Run 1, supply network:
Bar = 20 um. Pins as bars on the die edge.
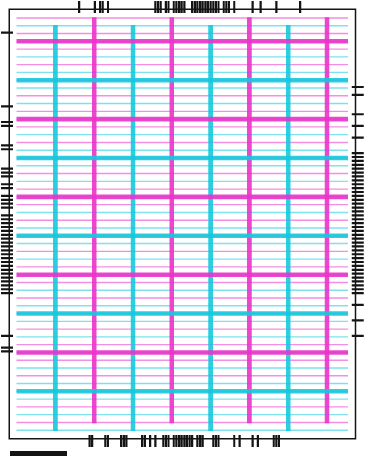
Run 1, placed cells, one colour a class:
Bar = 20 um.
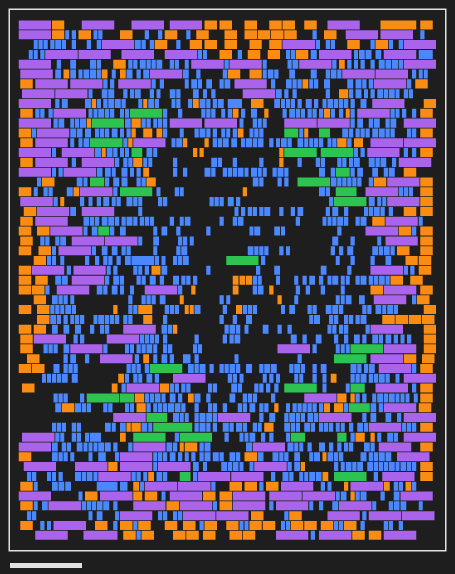
Run 1, routed clock nets over the placement:
Bar = 20 um.
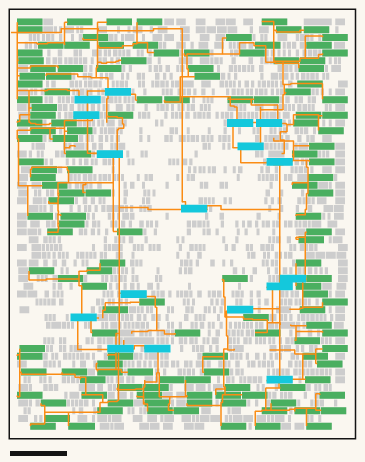
Run 1, routed metal, one colour a layer:
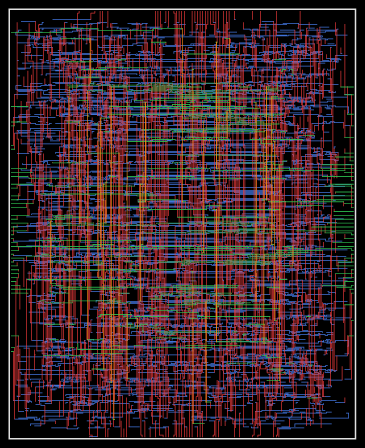
==> config.mk <==
export PLATFORM = sky130hd
export DESIGN_NAME = base_endian_pipe
export DESIGN_NICKNAME = d
export VERILOG_FILES = /design/src/rtl/base_endian_pipe.sv
export SDC_FILE = /design/constraint.sdc
export NUM_CORES = 1
export LEC_CHECK = 0
export ABC_AREA = 1
export CAP_MARGIN = 20
export CORE_ASPECT_RATIO = 1.25
export CORE_MARGIN = 2
export CORE_UTILIZATION = 51
export DETAILED_ROUTE_END_ITERATION = 8
export GPL_TIMING_DRIVEN = 0
export PLACE_DENSITY = 0.78
export SLEW_MARGIN = 10
export SYNTH_ARGS = -nofsm -noshare
export SYNTH_HDL_FRONTEND = slang
export SYNTH_SLANG_ARGS = --single-unit
==> constraint.sdc <==
create_clock -name clk -period 9.9 [get_ports clk]
set_input_delay 0.99 -clock clk [delete_from_list [all_inputs] [get_ports clk]]
set_output_delay 0.99 -clock clk [all_outputs]
set_load 0.03 [all_outputs]
==> results.sh <==
# implementation run metrics
export IMPL_outcome="complete, no violations"
export IMPL_critPathBufInv=1
export IMPL_warning_count=26
export IMPL_syn_area_um2=8660
export IMPL_remaining_drc_errors=0
export IMPL_syn_inst=1336
export IMPL_clk_pin_slew_ps=70
export IMPL_powerDensity_nw_per_um2=135
export IMPL_flop_cell="dfrtp_1"
export IMPL_fin_setup_tns_ps=0
export IMPL_finClkSkew_ps=12.1
export IMPL_p_sw_frac=0.307
export IMPL_io_pins=153
export IMPL_yosys_stat_seqShare=0.425
export IMPL_gp_congestion=1.00
export IMPL_maxCapViolations=0
export IMPL_grt_first_pass_wirelength_mm=51.3
export IMPL_cts_tree="built"
export IMPL_layout_drive_gt1_share=0.0599
export IMPL_dpl_hpwl_mm=26.5
export IMPL_clockBufferDepth=2
export IMPL_initCoreUtil=0.518
export IMPL_yosysChipArea_um2=8660
export IMPL_p_leak_nw=5.89
export IMPL_period_used=0.266
export IMPL_max_stage_delay_ps=660
export IMPL_grt_max_degree=82
export IMPL_edf_count=0
export IMPL_synth_cell_type_count=20
export IMPL_path_max_fanout=3
export IMPL_grt_usage=0.381
export IMPL_critPathSlowestCell="clkdlybuf4s50_1"
export IMPL_period_needed_ps=2630
export IMPL_setup_ws_ps=7270
export IMPL_clkSinkCount=147
export IMPL_ant_nets=0
export IMPL_drt_iter0_markers=1146
export IMPL_fillers=1505
export IMPL_viasPerCell=5.59
export IMPL_synthTopCellsByArea="dfrtp_1 (42%), nand2_1 (32%), o21ai_0 (4.3%), nand3_1 (4.2%), a21oi_1 (4.0%)"
export IMPL_dp_slack_ps=6940
export IMPL_holdPathStages=2
export IMPL_path_class="reg2out"
export IMPL_pwr_share_comb=0.143
export IMPL_yosys_cells=1336
export IMPL_gr_total_overflow=0
export IMPL_syn_area_per_cell_um2=6.48
export IMPL_antenna_found_initial=0
export IMPL_start_kind="register"
export IMPL_path_cells="clkdlybuf4s50_1"
export IMPL_cts_setup_buffers=0
export IMPL_maxSlewViolCount=0
export IMPL_routedWlPerCell_um=19.6
export IMPL_worstPathRequired_ps=8910
export IMPL_reg2regPathDepth=6
export IMPL_power_frac_seq=0.402
export IMPL_cts_resized=0
export IMPL_syn_to_final_growth_pct=28.1
export IMPL_end_kind="output port"
export IMPL_hold_path_class="reg2reg"
export IMPL_postCtsHoldBufs=0
export IMPL_die_area_um2=18000
export IMPL_relSlewSlack=0.510
export IMPL_ctsRootBufferMaster="clkbuf_16"
export IMPL_setup_viol=0
export IMPL_largest_area_cell="dfrtp_1"
export IMPL_synth_flop_count=147
export IMPL_switching_power_w=0.000458
export IMPL_p_int_w=0.00103
export IMPL_grt_pass1_vias=9191
export IMPL_drt_pass1_iterations=6
export IMPL_numCtsBuffers=17
export IMPL_cp_arrival_ps=1640
export IMPL_cp_num_cells=1
export IMPL_yosysWarnings=0
export IMPL_top_area_frac=0.422
export IMPL_num_antenna_cells=0
export IMPL_async_reset_ff_frac=1.00
export IMPL_reg2reg_setup_slack_ps=7770
export IMPL_htreeDepth=4
export IMPL_worstMarginPinSlew_ps=735
export IMPL_rsz0062_at_grt="false"
export IMPL_final_nets=1586
export IMPL_io_buffers=151
export IMPL_fp_nets=1415
export IMPL_critPathTopFamily="buffers and inverters"
export IMPL_core_rowCount=53
export IMPL_fmax_ghz=0.380
export IMPL_hold_viol=0
Notes on 'supply network' above:
| colour | net |
|---|---|
| magenta | VDD |
| cyan | VSS |
rows: 53
signal pins: 153
met1 rails: 54
met4 straps: 8
Die Y: 150 um
Peak VDD IR: 111 uV
Core Area: 16700 um^2
Die Span X: 121 um

Notes on 'placed cells, one colour a class' above:
| colour | class | cells | share of their area |
|---|---|---|---|
| purple | flops | 147 | 34% |
| green | clock drivers and dummy loads | 32 | 5.7% |
| orange | other buffers and delay cells | 235 | 18% |
| blue | combinational and other logic | 1106 | 42% |
post-route design area: 11100 um^2
flop share of the area: 0.332
final core utilization: 0.664

Notes on 'routed clock nets over the placement' above:
[orange] clock wires | length: 2030 um
[cyan] clock drivers | count: 17
[green] flip-flops | count: 147
flops lie: widely spread
Clk pwr share: 0.455
clock group total power: 0.000679 W
clk ins delay skew pair: 450 ps

Notes on 'routed metal, one colour a layer' above:
| colour | layer | wire length |
|---|---|---|
| blue | metal 1 | 13300 um |
| orange | metal 4 | 1620 um |
| green | metal 3 | 3120 um |
| red | metal 2 | 16100 um |
Detailed Route WL: 34.1 mm
total number of vias: 9733

run 1: kinds of logic (layout without fill, tap and decap cells):
kind of cell | count (synthesis) | in the layout | share of synthesized area
compound gates | 212 | 212 | 0.123
flops | 147 | 147 | 0.425
simple gates | 819 | 819 | 0.370
buf+inv | 158 | 342 | 0.0824
run 1: per-stage QoR:
step / total power (W) / utilization / hold WS, ps / cell area, um^2 / cells
floorplan: 0.000723 / - / 450 / 8660 / 1336
global placement: 0.000816 / 0.625 / 462 / 10400 / 1707
detailed placement: 0.000817 / 0.627 / 464 / 10500 / 1708
CTS: 0.00148 / 0.664 / 483 / 11100 / 1740
global route: 0.00153 / 0.664 / 511 / 11100 / 1740
finish: 0.00149 / 0.664 / 479 / 11100 / 1740
run 1: cell usage in the layout, fill, tap and decap left out, types with 3 or more instances in the layout:
| cell type | instances |
|---|---|
| buf_2 | 29 |
| buf_4 | 19 |
| clkdlybuf4s50_1 | 151 |
| clkinv_8 | 3 |
| nand2_1 | 735 |
| clkbuf_1 | 32 |
| nand3_1 | 72 |
| clkbuf_16 | 17 |
| inv_1 | 72 |
| a21oi_1 | 69 |
| o21ai_0 | 74 |
| o21ai_1 | 68 |
| dfrtp_1 | 146 |
| nor2_1 | 8 |
| inv_8 | 7 |
run 1: area by class of cell:
cell class	instances	area (um^2)	area share
Sequential cell	147	3680	0.332
Clock buffer	17	425	0.0383
Timing Repair Buffer	152	1540	0.139
Inverter	75	294	0.0265
Clock inverter	15	189	0.0170
Tap cell	220	275	0.0248
Multi-Input combinational cell	1031	4270	0.384
Buffer	83	427	0.0385
run 1: power by group through the flow:
stage / logic, W / clock network [W] / registers (W)
after floorplan: 0.000111 / 0 / 0.000612
after global placement: 0.000204 / 0 / 0.000612
after detailed placement: 0.000205 / 0 / 0.000612
after CTS: 0.000207 / 0.000678 / 0.000600
after global routing: 0.000229 / 0.000703 / 0.000600
final: 0.000214 / 0.000679 / 0.000600
run 1: synthesized netlist by cell type, types with 8 or more instances:
cell type / instances
buf_2: 29
o21ai_1: 68
nor2_1: 8
buf_4: 19
o21ai_0: 74
nand2_1: 735
nand3_1: 72
a21oi_1: 69
inv_1: 73
clkbuf_1: 32
dfrtp_1: 146
run 1: tightest hold or removal path, cell delays in order, from the launching register on:
cell and delay [ps]:
dfrtp_1 340, nand2_1 50, nand2_1 50
run 1: layer usage:
layer	part of all wire	vias to the layer above	track usage
met4	0.047	0	0.174
met5	0	-	0
met2	0.47	561	0.627
li1	-	4548	-
met1	0.39	4536	0.493
met3	0.091	88	0.0621
Power is estimated from default activity; no workload was simulated.
